[src/rtl/sys_cmd_master_if.sv]
// Host-side command bus: request in, UART TX/RX byte links, and response out.
interface sys_cmd_master_if #(
  parameter int width = 8,
  parameter int depth = 16
);
  localparam int AW = $clog2(depth);

  logic                 Req_Valid;
  logic                 Req_Ready;
  logic [1:0]           Req_Cmd;
  logic [AW-1:0]        Req_Addr;
  logic [width-1:0]     Req_OpA;
  logic [width-1:0]     Req_OpB;
  logic [3:0]           Req_Fun;
  logic [width-1:0]     Tx_P_Data;
  logic                 Tx_Data_Valid;
  logic                 Tx_Busy;
  logic [width-1:0]     Rx_P_Data;
  logic                 Rx_Valid;
  logic [2*width-1:0]   Rsp_Data;
  logic                 Rsp_Valid;
  logic                 Rsp_Timeout;

  // Command master side (the design).
  modport master (
    input  Req_Valid, Req_Cmd, Req_Addr, Req_OpA, Req_OpB, Req_Fun,
    input  Tx_Busy, Rx_P_Data, Rx_Valid,
    output Req_Ready, Tx_P_Data, Tx_Data_Valid, Rsp_Data, Rsp_Valid, Rsp_Timeout
  );

  // Host / UART side driving the master.
  modport slave (
    output Req_Valid, Req_Cmd, Req_Addr, Req_OpA, Req_OpB, Req_Fun,
    output Tx_Busy, Rx_P_Data, Rx_Valid,
    input  Req_Ready, Tx_P_Data, Tx_Data_Valid, Rsp_Data, Rsp_Valid, Rsp_Timeout
  );
endinterface

[src/rtl/sys_cmd_master.sv]
// System command master: serialises one request into a command frame on the
// UART TX byte link and assembles the optional response from the RX byte link.
module sys_cmd_master #(
  parameter int width   = 8,
  parameter int depth   = 16,
  parameter int TIMEOUT = 1024
) (
  input logic              CLK,
  input logic              Reset,
  sys_cmd_master_if.master bus
);
  localparam int AW = $clog2(depth);
  localparam int TW = (TIMEOUT > 2) ? $clog2(TIMEOUT) : 1;

  typedef enum logic [2:0] {
    IDLE, LOAD, STROBE, WAIT_HI, WAIT_LO, RSP, DONE
  } state_t;

  state_t           state;
  logic [1:0]       cmd;
  logic [AW-1:0]    addr;
  logic [width-1:0] opa;
  logic [width-1:0] opb;
  logic [3:0]       fun;
  logic [1:0]       idx;
  logic             rcnt;
  logic [TW-1:0]    tcnt;
  logic [width-1:0] byte_sel;
  logic [1:0]       last_idx;

  // Frame byte at the current index and the index of the final frame byte.
  always_comb begin
    byte_sel = '0;
    last_idx = 2'd1;
    case (cmd)
      2'd0: begin
        last_idx = 2'd2;
        case (idx)
          2'd0:    byte_sel = width'(8'hAA);
          2'd1:    byte_sel = {{(width-AW){1'b0}}, addr};
          default: byte_sel = opa;
        endcase
      end
      2'd1: begin
        last_idx = 2'd1;
        if (idx == 2'd0) byte_sel = width'(8'hBB);
        else             byte_sel = {{(width-AW){1'b0}}, addr};
      end
      2'd2: begin
        last_idx = 2'd3;
        case (idx)
          2'd0:    byte_sel = width'(8'hCC);
          2'd1:    byte_sel = opa;
          2'd2:    byte_sel = opb;
          default: byte_sel = {{(width-4){1'b0}}, fun};
        endcase
      end
      default: begin
        last_idx = 2'd1;
        if (idx == 2'd0) byte_sel = width'(8'hDD);
        else             byte_sel = {{(width-4){1'b0}}, fun};
      end
    endcase
  end

  // Control FSM with registered outputs; strobes default low every cycle.
  always_ff @(posedge CLK or negedge Reset) begin
    if (!Reset) begin
      state             <= IDLE;
      bus.Req_Ready     <= 1'b1;
      bus.Tx_P_Data     <= '0;
      bus.Tx_Data_Valid <= 1'b0;
      bus.Rsp_Data      <= '0;
      bus.Rsp_Valid     <= 1'b0;
      bus.Rsp_Timeout   <= 1'b0;
      cmd               <= '0;
      addr              <= '0;
      opa               <= '0;
      opb               <= '0;
      fun               <= '0;
      idx               <= '0;
      rcnt              <= 1'b0;
      tcnt              <= '0;
    end else begin
      bus.Tx_Data_Valid <= 1'b0;
      bus.Rsp_Valid     <= 1'b0;
      bus.Rsp_Timeout   <= 1'b0;
      case (state)
        IDLE: begin
          if (bus.Req_Valid) begin
            cmd           <= bus.Req_Cmd;
            addr          <= bus.Req_Addr;
            opa           <= bus.Req_OpA;
            opb           <= bus.Req_OpB;
            fun           <= bus.Req_Fun;
            idx           <= '0;
            bus.Rsp_Data  <= '0;
            bus.Req_Ready <= 1'b0;
            state         <= LOAD;
          end
        end
        LOAD: begin
          if (!bus.Tx_Busy) begin
            bus.Tx_P_Data     <= byte_sel;
            bus.Tx_Data_Valid <= 1'b1;
            state             <= STROBE;
          end
        end
        STROBE:  state <= WAIT_HI;
        WAIT_HI: if (bus.Tx_Busy) state <= WAIT_LO;
        WAIT_LO: begin
          if (!bus.Tx_Busy) begin
            if (idx != last_idx) begin
              idx   <= idx + 2'd1;
              state <= LOAD;
            end else if (cmd == 2'd0) begin
              bus.Rsp_Valid <= 1'b1;
              state         <= DONE;
            end else begin
              rcnt  <= 1'b0;
              tcnt  <= '0;
              state <= RSP;
            end
          end
        end
        RSP: begin
          // A byte arriving on the expiry cycle takes priority over the timeout.
          if (bus.Rx_Valid) begin
            tcnt <= '0;
            if (!rcnt) bus.Rsp_Data[width-1:0]       <= bus.Rx_P_Data;
            else       bus.Rsp_Data[2*width-1:width] <= bus.Rx_P_Data;
            if (rcnt || cmd == 2'd1) begin
              bus.Rsp_Valid <= 1'b1;
              state         <= DONE;
            end else begin
              rcnt <= 1'b1;
            end
          end else if (tcnt == TW'(TIMEOUT - 1)) begin
            bus.Rsp_Timeout <= 1'b1;
            bus.Req_Ready   <= 1'b1;
            state           <= IDLE;
          end else begin
            tcnt <= tcnt + 1'b1;
          end
        end
        DONE: begin
          bus.Req_Ready <= 1'b1;
          state         <= IDLE;
        end
        default: begin
          bus.Req_Ready <= 1'b1;
          state         <= IDLE;
        end
      endcase
    end
  end
endmodule

[src/flat_wrapper.sv]
// flat-port wrapper written by rule: the top's interface ports become plain ports
module sys_cmd_master_flat 
#(
  parameter int width   = 8,
  parameter int depth   = 16,
  parameter int TIMEOUT = 1024
)
  (CLK, Reset, bus_Req_Valid, bus_Req_Cmd, bus_Req_Addr, bus_Req_OpA, bus_Req_OpB, bus_Req_Fun, bus_Tx_Busy, bus_Rx_P_Data, bus_Rx_Valid, bus_Req_Ready, bus_Tx_P_Data, bus_Tx_Data_Valid, bus_Rsp_Data, bus_Rsp_Valid, bus_Rsp_Timeout);
  sys_cmd_master_if #(.width(width), .depth(depth)) bus_i ();
  input logic CLK;
  input logic Reset;
  input wire logic [$bits(bus_i.Req_Valid)-1:0] bus_Req_Valid;
  input wire logic [$bits(bus_i.Req_Cmd)-1:0] bus_Req_Cmd;
  input wire logic [$bits(bus_i.Req_Addr)-1:0] bus_Req_Addr;
  input wire logic [$bits(bus_i.Req_OpA)-1:0] bus_Req_OpA;
  input wire logic [$bits(bus_i.Req_OpB)-1:0] bus_Req_OpB;
  input wire logic [$bits(bus_i.Req_Fun)-1:0] bus_Req_Fun;
  input wire logic [$bits(bus_i.Tx_Busy)-1:0] bus_Tx_Busy;
  input wire logic [$bits(bus_i.Rx_P_Data)-1:0] bus_Rx_P_Data;
  input wire logic [$bits(bus_i.Rx_Valid)-1:0] bus_Rx_Valid;
  output wire logic [$bits(bus_i.Req_Ready)-1:0] bus_Req_Ready;
  output wire logic [$bits(bus_i.Tx_P_Data)-1:0] bus_Tx_P_Data;
  output wire logic [$bits(bus_i.Tx_Data_Valid)-1:0] bus_Tx_Data_Valid;
  output wire logic [$bits(bus_i.Rsp_Data)-1:0] bus_Rsp_Data;
  output wire logic [$bits(bus_i.Rsp_Valid)-1:0] bus_Rsp_Valid;
  output wire logic [$bits(bus_i.Rsp_Timeout)-1:0] bus_Rsp_Timeout;
  assign bus_i.Req_Valid = bus_Req_Valid;
  assign bus_i.Req_Cmd = bus_Req_Cmd;
  assign bus_i.Req_Addr = bus_Req_Addr;
  assign bus_i.Req_OpA = bus_Req_OpA;
  assign bus_i.Req_OpB = bus_Req_OpB;
  assign bus_i.Req_Fun = bus_Req_Fun;
  assign bus_i.Tx_Busy = bus_Tx_Busy;
  assign bus_i.Rx_P_Data = bus_Rx_P_Data;
  assign bus_i.Rx_Valid = bus_Rx_Valid;
  assign bus_Req_Ready = bus_i.Req_Ready;
  assign bus_Tx_P_Data = bus_i.Tx_P_Data;
  assign bus_Tx_Data_Valid = bus_i.Tx_Data_Valid;
  assign bus_Rsp_Data = bus_i.Rsp_Data;
  assign bus_Rsp_Valid = bus_i.Rsp_Valid;
  assign bus_Rsp_Timeout = bus_i.Rsp_Timeout;
  sys_cmd_master #(.width(width), .depth(depth), .TIMEOUT(TIMEOUT)) u_core (.CLK(CLK), .Reset(Reset), .bus(bus_i));
endmodule
[config.mk]
export PLATFORM = sky130hd
export DESIGN_NAME = sys_cmd_master_flat
export DESIGN_NICKNAME = d
export VERILOG_FILES = /design/src/rtl/sys_cmd_master_if.sv /design/src/rtl/sys_cmd_master.sv /design/src/flat_wrapper.sv
export SDC_FILE = /design/constraint.sdc
export NUM_CORES = 1
export LEC_CHECK = 0
export CAP_MARGIN = 20
export CORE_MARGIN = 5
export CORE_UTILIZATION = 25
export CTS_BUF_LIST = sky130_fd_sc_hd__clkbuf_4 sky130_fd_sc_hd__clkbuf_8
export DETAILED_ROUTE_END_ITERATION = 8
export SLEW_MARGIN = 0
export SYNTH_ARGS = -nofsm -noshare
export SYNTH_HDL_FRONTEND = slang
export SYNTH_SLANG_ARGS = --single-unit
[constraint.sdc]
create_clock -name CLK -period 2.15 [get_ports CLK]
set_clock_uncertainty 0.15 [all_clocks]
set_input_delay 0.5375 -clock CLK [delete_from_list [all_inputs] [get_ports CLK]]
set_output_delay 0.5375 -clock CLK [all_outputs]
set_load 0.005 [all_outputs]
==> summary.txt, run 1 <==
Flop pwr share: 0.353
Final setup margin: 0.1293 ns
Pwr Density: 1342 nW/um2
RSZ-0062 raised after global routing: false
Top-level I/O count: 67
Dpl cells: 593
Rows: 43
Non-clock inverters: 21
Clk slew on worst S/H paths: 0.07 ns
P_comb: 0.00298 W
Post-synth regs: 70
Yosys xor share: 0.002474
Top power group: combinational cells
Cts bufs inserted: 9
Crit path launch: u_core.idx[0]
Number of global-route vias before repair: 2935
Crit path DAT: 2.09 ns
Status: finished clean
CP max stage delay: 0.43 ns
Count leader, synth: dfrtp_1
DRT Pass-1 Iters: 4
Max-cap check violation count: 0
Gr ovfl total: 0
Comb_multi_in: 225
Gpl congestion: 0.7903
Worst slew pin tran: 0.5672 ns
Yosys top cell by area: dfrtp_1
Area fraction in mux cells: 0.08872
Most frequent cells after synthesis: dfrtp_1 (69), mux2_2 (27), a21oi_1 (21), inv_1 (21), o21ai_0 (21)
Htree depth: 3
Final Power: 0.006508 W
Sequential cell area share: 0.3615
Switching power: 0.002257 W
Logic pwr share: 0.457
Clkbuf count: 13
Synthesized area: 3540 um2
Core area: 13880 um2
Leak pwr: 2.053 nW
Area share, top type: 0.4878
NonClk Buf Share: 0.1940
Biggest Area Class: registers
Hold_ws: 0.03347 ns
Flop-to-flop setup slack: 0.13 ns
Yosys simple share: 0.1347
Sequential group power: 0.00230 W
Die ar.: 16640 um2
FP Util: 0.2550
-- run 1: metal layers --
layer / vias to the layer above / GRT usage / part of all wire
met5: - / 0 / 0
met4: 0 / 0.04262 / 0.011
met3: 6 / 0.02906 / 0.044
met2: 73 / 0.1744 / 0.48
met1: 1411 / 0.1525 / 0.46
li1: 1431 / - / -
-- run 1: layout by cell type (no fill, tap or decap), types with 7 or more instances in the layout --
cell,Yosys,final
dfrtp_1,69,69
a31oi_1,7,7
nor2_1,12,11
nand2_1,17,17
mux2_2,27,27
nand3_1,11,11
a22o_1,13,13
clkbuf_8,0,12
buf_4,3,27
clkdlybuf4s50_1,0,64
o21ai_0,21,21
inv_1,21,21
a21oi_1,21,21
nor2b_1,7,7
-- run 1: timing repair --
action,CTS,global route
buffers inserted,0,0
resized,0,1
hold buffers,0,0
setup endpoints to repair,0,1
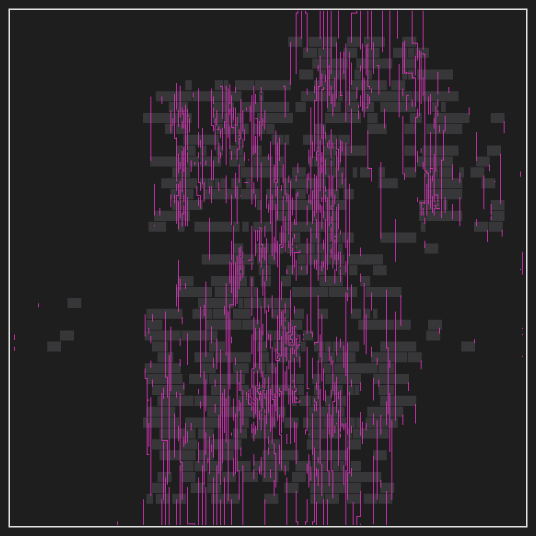
Fig. 1. Metal 2 (run 1).
Drawn at 4 px/um. Cells faint in the background.
wire length on this layer: 4410 um
main direction: vertical
share of all routed wire: 48%
grt met2 use: 0.1744
WL final: 9171 um
Via Count: 2921

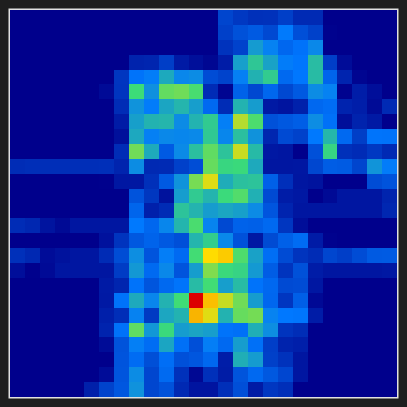
Fig. 2. Wiring heat map (run 1).
Drawn at 3 px/um. The die is cut into 26 by 26 equal tiles; dark blue is low, red is high, scaled to the fullest tile. Values are wire area over tile area, all layers added.
fullest tile: 0.63
emptiest ninth of the die: top left
densest ninth of the die: middle
tiles over half the peak: 4.4%
All-Layer GR Usage: 0.1130
wire per inst: 15.06 um

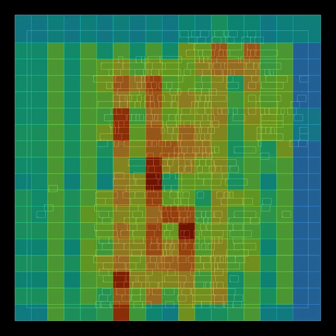
Fig. 3. Routing congestion map (run 1).
met1 usage: 0.1525
GRT met3 Usage: 0.02906
Final Core Density: 0.3494

Fig. 4: run 1, the metal 3 layer
Drawn at 4 px/um. Cells faint in the background.
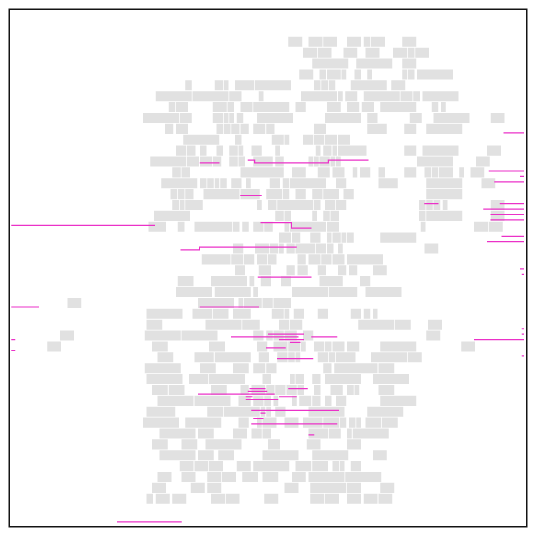

==> inputs of run 2 (changes only) <==
--- a/config.mk
+++ b/config.mk
@@ -10,6 +10,7 @@
 export CORE_UTILIZATION = 25
 export CTS_BUF_LIST = sky130_fd_sc_hd__clkbuf_4 sky130_fd_sc_hd__clkbuf_8
 export DETAILED_ROUTE_END_ITERATION = 8
+export GPL_TIMING_DRIVEN = 0
 export SLEW_MARGIN = 0
 export SYNTH_ARGS = -nofsm -noshare
 export SYNTH_HDL_FRONTEND = slang
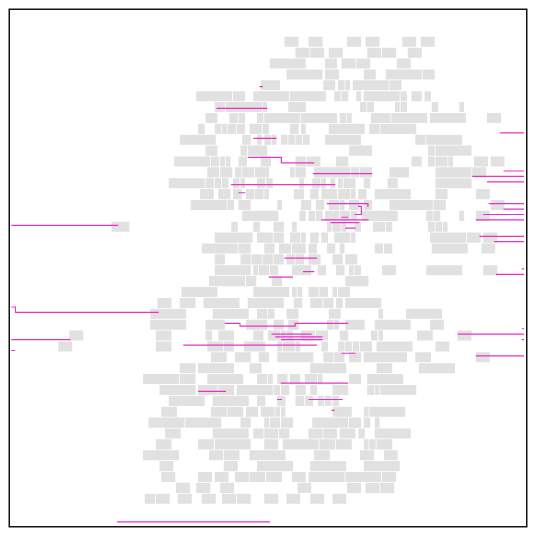
Fig. 5. The metal 3 layer (run 2).
Drawn at 4 px/um. Cells faint in the background.
wire length on this layer: 501 um
main direction: horizontal
Via Count: 3014
WL final: 9612 um
GRT met3 Usage: 0.03653

==> run 2 against run 1 <==
  * Critical path depth grew 1
  * Worst setup slack lost 0.10 ns
  * Sequential cell count is the same
  * Core utilization is essentially flat
==> summary.txt, run 2 <==
Status: finished clean
Logic pwr share: 0.474 (+0.017)
Gr ovfl total: 0 (unchanged)
Rows: 43 (unchanged)
Post-CTS Hold Buffers: 0 (unchanged)
Top power group: combinational cells
FP Util: 0.2550 (unchanged)
Resized Gates After CTS: 14 (+14)
Yosys top cell by area: dfrtp_1
Met2 WL: 4711 um (+6.8%)
Die ar.: 16640 um2 (unchanged)
Top-level I/O count: 67 (unchanged)
DR WL met3: 501 um (+25%)
Flop pwr share: 0.350 (-0.003)
Crit path launch: u_core.idx[0]
Wire per inst: 15.71 um (+4.3%)
Clk slew on worst S/H paths: 0.07 ns (about the same)
CP max stage delay: 0.41 ns (-0.02 ns)
Grt met2 use: 0.1918 (+0.01738)
Crit path DAT: 2.22 ns (+0.13 ns)
Synthesized area: 3540 um2 (unchanged)
Max-cap check violation count: 0 (unchanged)
P_comb: 0.00312 W (+5%)
Comb_multi_in: 225 (unchanged)
Yosys simple share: 0.1347 (unchanged)
Sequential cell area share: 0.3616 (about the same)
NonClk Buf Share: 0.1830 (-0.01100)
Worst slew pin tran: 0.8779 ns (+0.3107 ns)
Postcts setup bufs: 3 (+3)
Gpl congestion: 0.8588 (+8.7%)
Most frequent cells after synthesis: dfrtp_1 (69), mux2_2 (27), a21oi_1 (21), inv_1 (21), o21ai_0 (21)
RSZ-0062 raised after global routing: true
Pwr Density: 1357 nW/um2 (+1.1%)
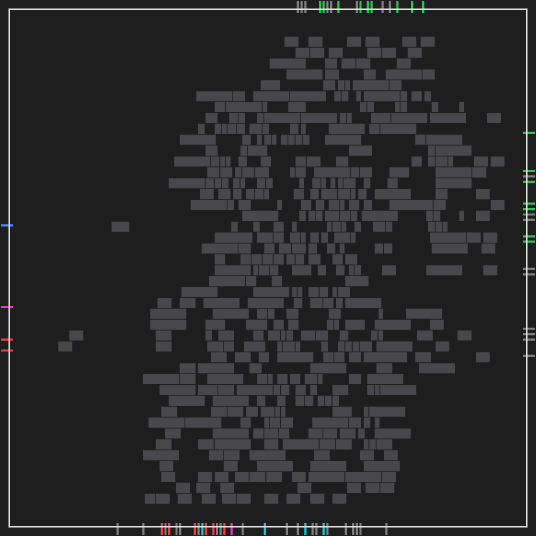
Fig. 6. Pin placement (run 2).
Drawn at 4 px/um. Pins as bars across the die edge, other pins in gray.
| color | port | pins | direction | edge |
|---|---|---|---|---|
| blue | `bus_Req_Ready` | 1 | output | left |
| red | `bus_Req_OpB` | 8 | input | 6 bottom, 2 left |
| cyan | `bus_Req_Addr` | 4 | input | bottom |
| magenta | `bus_Req_Cmd` | 2 | input | 1 bottom, 1 left |
| green | `bus_Rsp_Data` | 16 | output | 9 top, 7 right |
all pins by edge: 30 bottom, 17 top, 16 right, 4 left
die y size: 129.0 um
Port Buffer Count: 66
die width: 129.0 um

==> run 2: netlist changes by cell type in the layout (fill, tap and decap cells not counted), moves of 2 or more <==
cell / delta
inv_1: -2
buf_12: -4
clkinvlp_4: +2
clkbuf_8: -3
clkbuf_1: +6
ha_1: -4
buf_2: +5
buf_4: -7
ha_4: +3
==> run 2: stage by stage <==
step	worst slack (ns)	power [W]	instance area, um2	TNS [ns]	util
2_1_floorplan	-0.01223	0.004004	3545	-0.01223	-
3_3_place_gp	-2.047	0.005058	4431	-166.73	0.3192
3_5_place_dp	-0.7674	0.005118	4428	-27.24	0.3190
4_1_cts	0.01704	0.006419	4717	0	0.3398
5_1_grt	-0.01784	0.007051	4847	-0.04629	0.3492
6_report	0.02525	0.006578	4847	0	0.3492
Power figures rest on the tool's default switching activity, not on a simulated workload.
